**config.mk**
```make
export PLATFORM = sky130hd
export DESIGN_NAME = video_timing_gen
export DESIGN_NICKNAME = d
export VERILOG_FILES = /design/src/rtl/video_timing_gen.sv
export SDC_FILE = /design/constraint.sdc
export NUM_CORES = 1
export LEC_CHECK = 0
export CELL_PAD_IN_SITES_DETAIL_PLACEMENT = 2
export CELL_PAD_IN_SITES_GLOBAL_PLACEMENT = 2
export CORE_MARGIN = 8
export CORE_UTILIZATION = 28
export DETAILED_ROUTE_END_ITERATION = 16
export PLACE_DENSITY_LB_ADDON = 0.1
export RECOVER_POWER = 25
export REMOVE_ABC_BUFFERS = 1
export SLEW_MARGIN = 20
export SYNTH_ARGS = -nofsm -noshare
export SYNTH_HDL_FRONTEND = slang
export SYNTH_SLANG_ARGS = --single-unit
export TNS_END_PERCENT = 20
```
**constraint.sdc**
```tcl
create_clock -name video_clk_pix -period 2.7 [get_ports video_clk_pix]
set_input_delay 0.405 -clock video_clk_pix [delete_from_list [all_inputs] [get_ports video_clk_pix]]
set_output_delay 0.405 -clock video_clk_pix [all_outputs]
set_load 0.05 [all_outputs]
```
**src/rtl/video_timing_gen.sv**
```systemverilog
// Pixel-clock raster timing generator: signed sx/sy counters plus registered
// sync, enable, strobe and frame-count outputs, all aligned to the same (sx,sy).
module video_timing_gen #(
    parameter int COORDSPC = 16,
    parameter int H_RES    = 640,
    parameter int H_FP     = 16,
    parameter int H_SYNC   = 96,
    parameter int H_BP     = 48,
    parameter int V_RES    = 480,
    parameter int V_FP     = 10,
    parameter int V_SYNC   = 2,
    parameter int V_BP     = 33,
    parameter int H_POL    = 0,
    parameter int V_POL    = 0,
    parameter int FRAMEW   = 16
) (
    input  logic                       video_clk_pix,
    input  logic                       reset,
    output logic signed [COORDSPC-1:0] sx,
    output logic signed [COORDSPC-1:0] sy,
    output logic                       hsync,
    output logic                       vsync,
    output logic                       video_enable,
    output logic                       line_start,
    output logic                       frame_start,
    output logic [FRAMEW-1:0]          frame_count
);

    localparam logic signed [COORDSPC-1:0] H_STA   = COORDSPC'(-(H_FP + H_SYNC + H_BP));
    localparam logic signed [COORDSPC-1:0] HS_STA  = COORDSPC'(-(H_SYNC + H_BP));
    localparam logic signed [COORDSPC-1:0] HS_END  = COORDSPC'(-H_BP - 1);
    localparam logic signed [COORDSPC-1:0] H_LAST  = COORDSPC'(H_RES - 1);
    localparam logic signed [COORDSPC-1:0] V_STA   = COORDSPC'(-(V_FP + V_SYNC + V_BP));
    localparam logic signed [COORDSPC-1:0] VS_STA  = COORDSPC'(-(V_SYNC + V_BP));
    localparam logic signed [COORDSPC-1:0] VS_END  = COORDSPC'(-V_BP - 1);
    localparam logic signed [COORDSPC-1:0] V_LAST  = COORDSPC'(V_RES - 1);
    localparam logic signed [COORDSPC-1:0] C_ZERO  = COORDSPC'(0);
    localparam logic signed [COORDSPC-1:0] C_ONE   = COORDSPC'(1);
    localparam logic                       H_ACT   = 1'(H_POL);
    localparam logic                       V_ACT   = 1'(V_POL);

    function automatic logic in_span(input logic signed [COORDSPC-1:0] v,
                                     input logic signed [COORDSPC-1:0] lo,
                                     input logic signed [COORDSPC-1:0] hi);
        return (v >= lo) && (v <= hi);
    endfunction

    logic signed [COORDSPC-1:0] sx_p0, sy_p0;
    logic                       hsync_p0, vsync_p0, de_p0, ls_p0, fs_p0;

    logic signed [COORDSPC-1:0] sx_p1, sy_p1;
    logic                       hsync_p1, vsync_p1, de_p1, ls_p1, fs_p1;
    logic [FRAMEW-1:0]          fc_p1;

    // Stage p0: next raster position and the flags describing that position
    always_comb begin
        sx_p0 = sx_p1 + C_ONE;
        sy_p0 = sy_p1;
        if (sx_p1 == H_LAST) begin
            sx_p0 = H_STA;
            sy_p0 = (sy_p1 == V_LAST) ? V_STA : sy_p1 + C_ONE;
        end
        hsync_p0 = in_span(sx_p0, HS_STA, HS_END) ? H_ACT : ~H_ACT;
        vsync_p0 = in_span(sy_p0, VS_STA, VS_END) ? V_ACT : ~V_ACT;
        de_p0    = (sx_p0 >= C_ZERO) && (sy_p0 >= C_ZERO);
        ls_p0    = (sx_p0 == H_STA);
        fs_p0    = (sx_p0 == H_STA) && (sy_p0 == V_STA);
    end

    // Stage p1: every output registered together so they describe the same pixel
    always_ff @(posedge video_clk_pix) begin
        if (reset) begin
            sx_p1    <= H_LAST;
            sy_p1    <= V_LAST;
            hsync_p1 <= ~H_ACT;
            vsync_p1 <= ~V_ACT;
            de_p1    <= 1'b0;
            ls_p1    <= 1'b0;
            fs_p1    <= 1'b0;
            fc_p1    <= '1;
        end else begin
            sx_p1    <= sx_p0;
            sy_p1    <= sy_p0;
            hsync_p1 <= hsync_p0;
            vsync_p1 <= vsync_p0;
            de_p1    <= de_p0;
            ls_p1    <= ls_p0;
            fs_p1    <= fs_p0;
            if (fs_p0) fc_p1 <= fc_p1 + FRAMEW'(1);
        end
    end

    assign sx           = sx_p1;
    assign sy           = sy_p1;
    assign hsync        = hsync_p1;
    assign vsync        = vsync_p1;
    assign video_enable = de_p1;
    assign line_start   = ls_p1;
    assign frame_start  = fs_p1;
    assign frame_count  = fc_p1;

endmodule

```
==> results_slide.txt <==
Implementation Results

Synth
  – MUX area fraction: 2.912%
  – Syn_area_per_cell: 8.002 µm²
  – Register share after synthesis: 33.83%
  – Dominant combinational family: simple AND/OR/NAND/NOR gates
  – Distinct cell type count after synthesis: 53
  – Yosys top cell area share: 33.83%
  – Commonest flop: dfxtp_1
  – Xor/xnor share: 5.864%
  – Main area contributors: dfxtp_1 (34%), nand3_1 (4.3%), nand2_1 (4.2%)
  – Mapped Area: 3137 µm²
  – Post-Syn Instances: 392

Cells and area
  – Non-clk bufs: 154
  – Logic share of the area: 44.29%
  – Largest cell class: combinational gates
  – Nets: 534
  – Layout Area Growth over Synthesis: 55.44%
  – Most numerous logic cells after layout: buf_4 (92), clkdlybuf4s50_1 (53), dfxtp_1 (41)
  – Fin area: 4876 µm²
  – Comb gates: 300
  – Most numerous logic cell after layout: buf_4
  – Signal buf overhead: 27.17%
  – CLK BUF: 7
  – Logic area: 2160 µm²
  – Fin cells: 667

Placement
  – Routability-driven placement congestion ratio: 0.8383
  – DP Area: 4375 µm²

Power
  – Sequential power: 1.16 mW
  – Combinational Power Share: 74.1%
  – Leakage power: 1.948 nW
  – Cell-internal power: 3.188 mW
  – Sw Pwr: 3.175 mW
  – Top Consumer: combinational cells
  – Reg power frac: 18.2%
  – Final Power: 6.362 mW

Global routing
  – All-Layer GR Usage: 18.45%
  – Vias in the first global route: 3944
  – Initial antenna violation count: 0
  – Most crowded layer after global routing: met2
  – Gr ovfl total: 0
  – Global routing usage on met3: 3.517%

Flow run
  – Max-Cap Viols: 0
  – Tool warning count: 30

Hold path
  – Hold_sp: sy[15]
  – Hold Crit Class: flop to flop

Floorplanning
  – Area of the core: 10890 µm²
  – Tapcells: 140
  – Floorplan Utilization: 28.81%
  – IO Count: 55

Critical path
  – Max stage delay on crit path: 0.41 ns
  – Worst setup path startpoint: sx[7]
  – R2R Path End: frame_count[14]
  – Worst EP required: 2.90 ns
  – Flop-to-flop setup slack: -0.17 ns
  – Worst EP arrival: 3.08 ns
  – WS Path Type: flop to flop
  – Critical path startpoint category: flop
  – Crit path max-delay family: simple AND/OR/NAND/NOR gates
  – CP Depth: 10
  – CP Buf/Inv Count: 2
  – RR Startpoint: sx[7]

CTS
  – # clock sinks: 53
  – CTS H-tree lvls: 2
  – Max clock buf depth: 2
  – Cts repair resizes: 59

Status
  – Run status: complete, but fails checks
  – Failing checks: setup timing

STA
  – Slew HR: 54.08%
  – Setup violators final: 16
  – Fin Clk Skew: 0.008363 ns
  – Total Neg Setup Slack: -1.515 ns
  – Hold WS: 0.5727 ns
  – Final WS setup: -0.1736 ns

Detailed routing
  – Highest Signal Layer: met4
  – Avg WL per Cell: 20.92 µm
  – Final ANT Viol Nets: 0
  – Vias per inst: 5.354
  – DR WL met2: 7226 µm
m3.png
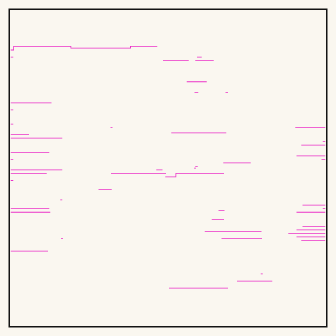
The layer holds 3.5% of the routed length. 40 nets have wire on it.

pinout.png
Pins as bars across the die edge, other pins in gray.
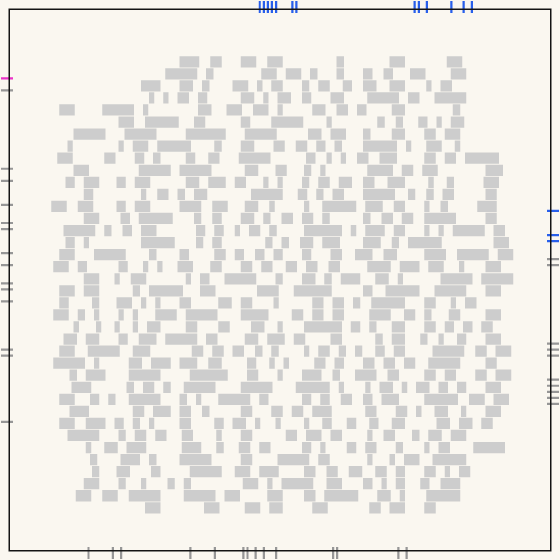
video_clk_pix: drawn in magenta, pins 1, direction input, edge left. sx: drawn in blue, pins 16, direction output, edge 13 top, 3 right.
die height: 121.8 µm
Port Buffers: 54
DIE WIDTH: 121.8 µm

util_map.png
12 x 12 tiles, from white (low) to dark blue (high), 0 to 100% covered.
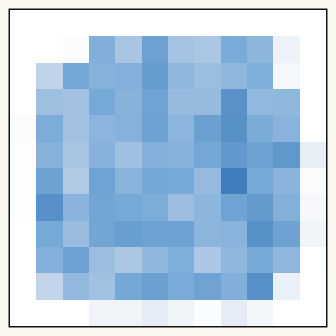
The densest ninth of the die: middle. The fullest tile reaches 69%. 24% of the tiles are nearly empty. The emptiest ninth of the die: top left.

clock_wires.png
The bar under the picture is 20 µm long.
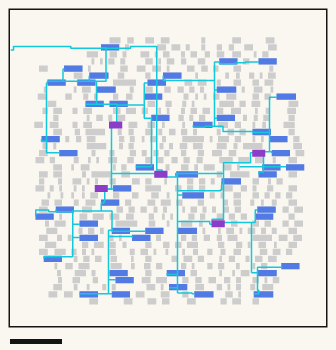
clock wires: drawn in cyan, length 867 µm. clock-net drivers: drawn in purple, count 5. flip-flops: drawn in blue, count 53.
Position of the flops: all over the die.

placed.png
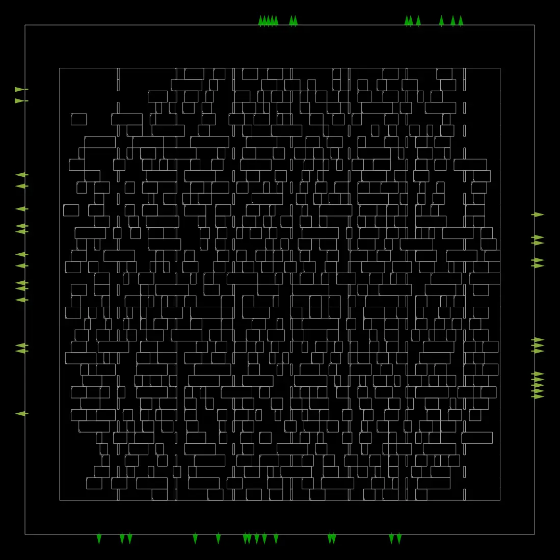
site row count: 38
seq_cells: 53
# fillers: 1227
Util after Layout: 44.78%
sequential portion of the cell area: 22.17%

Power figures rest on the tool's default switching activity, not on a simulated workload.
